Figure 1. Placement density heat map.
(1 px per um) The die is cut into 37 by 37 equal tiles; black is low, pale yellow is high, 0 to 100% covered.
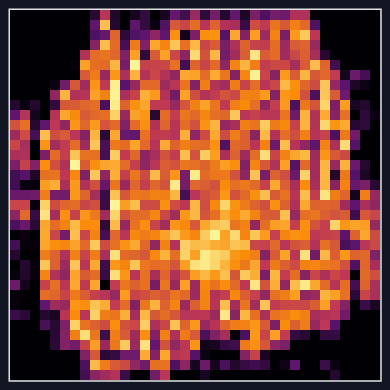
Figure 2. The metal 2 layer.
(1 px per um)
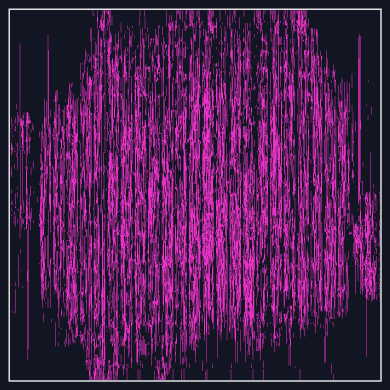
Figure 3. Clock nets.
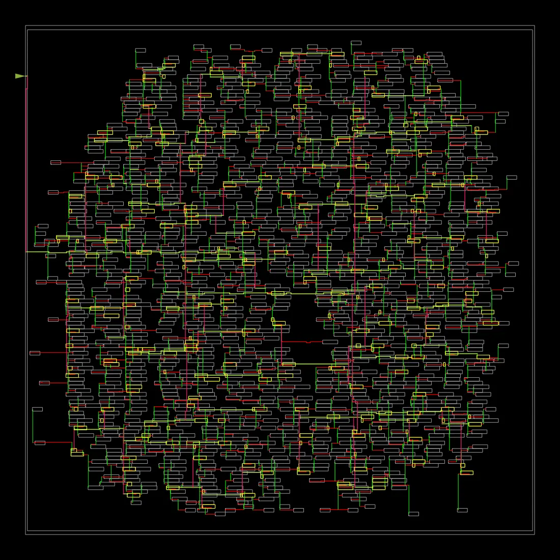
<file path="config.mk">
export PLATFORM = sky130hd
export DESIGN_NAME = mem_3_client_arbiter
export DESIGN_NICKNAME = d
export VERILOG_FILES = /design/src/rtl/mem_3_client_arbiter_pkg.sv /design/src/rtl/single_port_mem.sv /design/src/rtl/mem_3_client_arbiter.sv
export SDC_FILE = /design/constraint.sdc
export NUM_CORES = 1
export LEC_CHECK = 0
export CORE_UTILIZATION = 40
export DETAILED_ROUTE_END_ITERATION = 7
export GPL_TIMING_DRIVEN = 0
export HOLD_SLACK_MARGIN = 0.02
export PLACE_DENSITY = 0.57
export SYNTH_ARGS = -nofsm -noshare
export SYNTH_HDL_FRONTEND = slang
export SYNTH_HIERARCHICAL = 1
export SYNTH_SLANG_ARGS = --single-unit
</file>
<file path="constraint.sdc">
create_clock -name clk -period 16.7 [get_ports clk]
set_input_delay 3.34 -clock clk [delete_from_list [all_inputs] [get_ports clk]]
set_output_delay 3.34 -clock clk [all_outputs]
set_load 0.01 [all_outputs]
</file>
<file path="src/rtl/mem_3_client_arbiter_pkg.sv">
// Shared types and helpers for the three-client memory arbiter.
// Latency: n/a (types, constants and pure functions only).
// Backpressure: n/a.
package mem_3_client_arbiter_pkg;

  localparam int NUM_CLIENTS = 3;

  typedef enum logic [1:0] {
    CLIENT_0 = 2'd0,
    CLIENT_1 = 2'd1,
    CLIENT_2 = 2'd2
  } client_id_t;

  // Outstanding read return: which client the next mem_dout belongs to.
  typedef struct packed {
    logic       vld;
    client_id_t id;
  } ret_t;

  // Fixed priority, client 0 highest.
  function automatic logic [NUM_CLIENTS-1:0] fp_pick(input logic [NUM_CLIENTS-1:0] req);
    logic [NUM_CLIENTS-1:0] g;
    g = '0;
    if (req[0])      g[0] = 1'b1;
    else if (req[1]) g[1] = 1'b1;
    else if (req[2]) g[2] = 1'b1;
    return g;
  endfunction

  // Round robin: first requester strictly after the last granted client.
  function automatic logic [NUM_CLIENTS-1:0] rr_pick(input logic [NUM_CLIENTS-1:0] req,
                                                     input client_id_t last);
    logic [NUM_CLIENTS-1:0] g;
    logic                   found;
    int                     j;
    logic [1:0]             jj;
    g     = '0;
    found = 1'b0;
    for (int i = 1; i <= NUM_CLIENTS; i++) begin
      j  = (int'(last) + i) % NUM_CLIENTS;
      jj = 2'(j);
      if (!found && req[jj]) begin
        g[jj] = 1'b1;
        found = 1'b1;
      end
    end
    return g;
  endfunction

  // One-hot grant to client id; an all-zero vector maps to client 0.
  function automatic client_id_t onehot_to_id(input logic [NUM_CLIENTS-1:0] g);
    client_id_t id;
    id = CLIENT_0;
    if (g[1]) id = CLIENT_1;
    if (g[2]) id = CLIENT_2;
    return id;
  endfunction

endpackage

</file>
<file path="src/rtl/single_port_mem.sv">
// Single-port synchronous RAM, read-before-write on the same address.
// Latency: write commits at the clock edge; read data on q one cycle after the address.
// Backpressure: none, accepts one access every cycle.
module single_port_mem #(
  parameter int WIDTH = 64,
  parameter int DEPTH = 21,
  parameter int AW    = $clog2(DEPTH)
) (
  input  logic             clock,
  input  logic [WIDTH-1:0] data,
  input  logic [AW-1:0]    address,
  input  logic             wr_en,
  output logic [WIDTH-1:0] q
);

  logic [WIDTH-1:0] mem [DEPTH];

  // Storage array and registered read port; contents survive reset.
  always_ff @(posedge clock) begin
    if (wr_en) mem[address] <= data;
    q <= mem[address];
  end

endmodule

</file>
<file path="src/rtl/mem_3_client_arbiter.sv">
// Arbitrates three clients onto one shared single-port memory, each client in its own address window.
// Latency: grant is combinational in the request cycle; read data returns one cycle after grant.
// Backpressure: a client holds its request until granted; one grant per cycle, fixed priority 0>1>2 or round robin with ARB_ROUND_ROBIN_EN.
module mem_3_client_arbiter
  import mem_3_client_arbiter_pkg::*;
#(
  parameter int WIDTH            = 64,
  parameter int SINGLE_MEM_DEPTH = 7,
  parameter int FULL_MEM_DEPTH   = 21,
  parameter int MEM_0_START_ADDR = 0,
  parameter int MEM_1_START_ADDR = 7,
  parameter int MEM_2_START_ADDR = 14
) (
  input  logic                                clk,
  input  logic                                rst_n,
  input  logic                                mem_0_req,
  input  logic                                mem_0_we,
  input  logic [$clog2(SINGLE_MEM_DEPTH)-1:0] mem_0_addr,
  input  logic [WIDTH-1:0]                    mem_0_din,
  output logic                                mem_0_gnt,
  output logic                                mem_0_rd_valid,
  input  logic                                mem_1_req,
  input  logic                                mem_1_we,
  input  logic [$clog2(SINGLE_MEM_DEPTH)-1:0] mem_1_addr,
  input  logic [WIDTH-1:0]                    mem_1_din,
  output logic                                mem_1_gnt,
  output logic                                mem_1_rd_valid,
  input  logic                                mem_2_req,
  input  logic                                mem_2_we,
  input  logic [$clog2(SINGLE_MEM_DEPTH)-1:0] mem_2_addr,
  input  logic [WIDTH-1:0]                    mem_2_din,
  output logic                                mem_2_gnt,
  output logic                                mem_2_rd_valid,
  output logic [WIDTH-1:0]                    mem_dout,
  output logic                                busy
);

  localparam int PAW = $clog2(FULL_MEM_DEPTH);

  logic [NUM_CLIENTS-1:0] req_vec;
  logic [NUM_CLIENTS-1:0] arb_gnt;
  logic [NUM_CLIENTS-1:0] gnt_vec;
  client_id_t             sel_id;
  logic                   sel_we;
  logic [PAW-1:0]         mem_addr;
  logic [WIDTH-1:0]       mem_din;
  logic                   mem_wr_en;
  logic [WIDTH-1:0]       mem_q;
  ret_t                   ret_q;

  assign req_vec = {mem_2_req, mem_1_req, mem_0_req};

`ifdef ARB_ROUND_ROBIN_EN
  client_id_t last_gnt;

  assign arb_gnt = rr_pick(req_vec, last_gnt);

  // Last-grant pointer; reset to client 2 so client 0 leads after reset.
  always_ff @(posedge clk) begin
    if (!rst_n)        last_gnt <= CLIENT_2;
    else if (|gnt_vec) last_gnt <= sel_id;
  end
`else
  assign arb_gnt = fp_pick(req_vec);
`endif

  // Grants are held off while reset is asserted so nothing touches the memory.
  assign gnt_vec   = rst_n ? arb_gnt : '0;
  assign mem_0_gnt = gnt_vec[0];
  assign mem_1_gnt = gnt_vec[1];
  assign mem_2_gnt = gnt_vec[2];

  // Steer the granted client's access onto the memory, translating into its window.
  always_comb begin
    sel_id   = onehot_to_id(gnt_vec);
    sel_we   = 1'b0;
    mem_addr = '0;
    mem_din  = '0;
    if (gnt_vec[0]) begin
      sel_we   = mem_0_we;
      mem_addr = PAW'(mem_0_addr) + PAW'(MEM_0_START_ADDR);
      mem_din  = mem_0_din;
    end else if (gnt_vec[1]) begin
      sel_we   = mem_1_we;
      mem_addr = PAW'(mem_1_addr) + PAW'(MEM_1_START_ADDR);
      mem_din  = mem_1_din;
    end else if (gnt_vec[2]) begin
      sel_we   = mem_2_we;
      mem_addr = PAW'(mem_2_addr) + PAW'(MEM_2_START_ADDR);
      mem_din  = mem_2_din;
    end
  end

  assign mem_wr_en = (|gnt_vec) & sel_we;

  single_port_mem #(
    .WIDTH (WIDTH),
    .DEPTH (FULL_MEM_DEPTH),
    .AW    (PAW)
  ) u_mem (
    .clock   (clk),
    .data    (mem_din),
    .address (mem_addr),
    .wr_en   (mem_wr_en),
    .q       (mem_q)
  );

  // Return register: remembers which client's read lands on mem_dout next cycle.
  always_ff @(posedge clk) begin
    if (!rst_n) begin
      ret_q <= '0;
    end else begin
      ret_q.vld <= (|gnt_vec) & ~sel_we;
      ret_q.id  <= sel_id;
    end
  end

  // Suppressed during reset so a read cut off by reset never reports valid.
  assign mem_0_rd_valid = rst_n & ret_q.vld & (ret_q.id == CLIENT_0);
  assign mem_1_rd_valid = rst_n & ret_q.vld & (ret_q.id == CLIENT_1);
  assign mem_2_rd_valid = rst_n & ret_q.vld & (ret_q.id == CLIENT_2);

  assign mem_dout = mem_q;
  assign busy     = (|gnt_vec) | ret_q.vld;

endmodule

</file>
==> flow_summary.toml <==
# synthesis and place-and-route metrics
[yosys]
synth_cell_types = 48
async_flop_share_pct = 0
yosys-stat-area_sq_mm = 0.05428
synth_nets = 2912
netlist_instances = 2701
synth-seq-cells = 1411
avgSynthCellArea_sq_um = 20.09
synth-cells-yosys = 2701
synthFlopType = "edfxtp_1"
yosys-top-cells-area = "edfxtp_1 74%, mux2_2 8.0%, mux4_2 5.3%"
yosysSeqAreaShare_pct = 76.83
synthDominantCellAreaShare_pct = 74.36
synth_top_cell_by_count = "edfxtp_1"
synth_area_sq_mm = 0.05428
top_cells_by_count = "1,344 x edfxtp_1, 384 x mux2_2, 192 x a22oi_1, 128 x mux4_2, 93 x nor2_1"
yosys_warnings = 6
top_area_cell = "edfxtp_1"
synth-edff-count = 1344

[routing]
top_layer_used = "met4"
ant_nets = 0
routed_wl_mm = 167.5
drt_iter0_drc = 3590
wl_met2_mm = 83.35
via_count = 30110
wl_met1_mm = 65.54
drc = 0
first_pass_iters = 8
wl_met3_mm = 14.51
viasPerCell = 5.897

[placement]
post-place-cells = 4824
port_buffers = 277
gp_congestion = 0.8100
placed_area_sq_mm = 0.06104
place_hpwl_mm = 107.6

[finish]
largestRegisters = "u_mem/mem (1344), u_mem/q (64), ret_q (3)"
drive_above_1_share_pct = 29.80
finalNonFillerCells = 5106
layout.cell_area.non_filler_sq_mm = 0.06596
largest_register_ff_count = 1344
nets = 3421
top_register = "u_mem/mem"

[cts]
cts_tree = "yes"
cts.sinks = 1411
ctsHoldBuffers = 0
clock_path_buffers = 3
cts_setup_buffers = 0
post_cts_resized = 0

[flow_run]
log.warning_count = 27

[setup_path]
crit_start = "mem_0_req"
critical_path_buf_inv_count = 4
slowest_stage = "buf_2"
max_stage_delay_ns = 0.58
reg2reg_from = "u_mem/mem[15][34]$_DFFE_PP_"
path_cells = "clkdlybuf4s50_1 -> buf_2 -> buf_2 -> and2_1 -> clkdlybuf4s50_1"
crit_required_ns = 13.36
reg2reg_slack_ns = 14.89
r2r-end = "u_mem/q[34]$_DFF_P_"
critical_path_class = "in2out"
ff2ff_path_depth = 3
worstPathArrival_ns = 5.74

[die]
design.core.area_sq_mm = 0.1340
die_w_um = 370.4
fp-row-count = 134
num_io_pins = 280
fp.dieH_um = 370.4

[final_timing]
slew_headroom_pct = 3.863
max_slew.worst_pin.slew_ns = 1.442
fmax_ghz = 0.1101
rsz0062_at_grt = "no"
fin_ws_ns = 7.617
finalSetupTns_ns = 0
slew_violations = 0
fin_crit_sh_pct = 54.39
setup_violations = 0

[power_and_ir_drop]
total_power_mw = 7.869
ir_drop_mv = 0.09619
power.leakage_nw = 18.84

[grt]
use_met3_pct = 4.613
grt_first_pass_wirelength_mm = 229.2
antenna_found_initial = 5
grt_max_degree = 23
grt.overflow.total = 0
first_global_vias = 30340
use_met1_pct = 31.74
busiest_layer = "met2"
use_met2_pct = 41.15

[hold_path]
hp-class = "reg2reg"
holdPathStages = 2

[status]
status = "finished, final reports clean"
Notes on Figure 1 above:
mean over tiles: 47%
fullest tile: 98%
emptiest ninth of the die: north-west
densest ninth of the die: centre
tiles over 75% full: 19%

Notes on Figure 2 above:
nets with wire on the layer: 3,080
share of all routed wire: 50%
main direction: vertical
wire length on this layer: 83.3 mm
longest straight run: 174 um

Notes on Figure 3 above:
Insertion Delay late pin: 0.75 ns
cts bufs inserted: 149
Clock group: 3.25 mW
seq_cells: 1,411
# clk buffers: 198

## cells in the final DEF (no fill, tap or decap), types with 21 or more instances in the layout
cell type	netlist	routed
edfxtp_1	1344	1344
mux2_2	384	384
clkdlybuf4s50_1	0	277
a22oi_1	192	192
clkbuf_16	0	156
mux4_2	128	128
clkbuf_1	49	83
buf_2	75	75
dfxtp_1	67	67
o21ai_0	66	66
a222oi_1	64	64
nand4_1	64	64
nor2_1	93	55
buf_12	0	48
a221oi_2	40	40
clkinv_1	0	32
a221oi_1	26	26
buf_1	26	26
buf_6	12	21
## how the worst max path moves through the flow
stage	slack, ns	to	cells past startpoint
after floorplan	6.50	u_mem/mem[20][0]$_DFFE_PP_	10
after global routing	7.52	mem_0_gnt	5
after detailed placement	7.60	mem_0_gnt	5
final	7.62	mem_0_gnt	5
after global placement	-3.28	u_mem/mem[20][21]$_DFFE_PP_	10
after CTS	7.59	mem_0_gnt	5
## where the power goes
group	total (mW)	internal [mW]	switching [mW]
clock	3.25	1.90	1.35
combinational	0.628	0.256	0.372
sequential	3.99	3.97	0.0186
## final cells by class
type / count / area [sq um] / share of cell area (%)
Antenna cell: 2 / 5.005 / 0.007588
Timing Repair Buffer: 358 / 4423 / 6.706
Clock inverter: 79 / 698.2 / 1.059
Clock buffer: 198 / 4141 / 6.279
Inverter: 6 / 22.52 / 0.03415
Buffer: 178 / 947.2 / 1.436
Tap cell: 1768 / 2212 / 3.354
Sequential cell: 1411 / 41700 / 63.22
Multi-Input combinational cell: 1106 / 11810 / 17.90
## logic make-up after synthesis
group	share of synthesized area, %
multiplexers	13.28
adder cells (fa/ha/maj)	0.04610
XOR/XNOR	0.01614
AND-OR/OR-AND	6.104
flip-flops	76.83
buffers and inverters	1.787
AND/OR/NAND/NOR	1.939
Power and IR drop assume default switching activity.
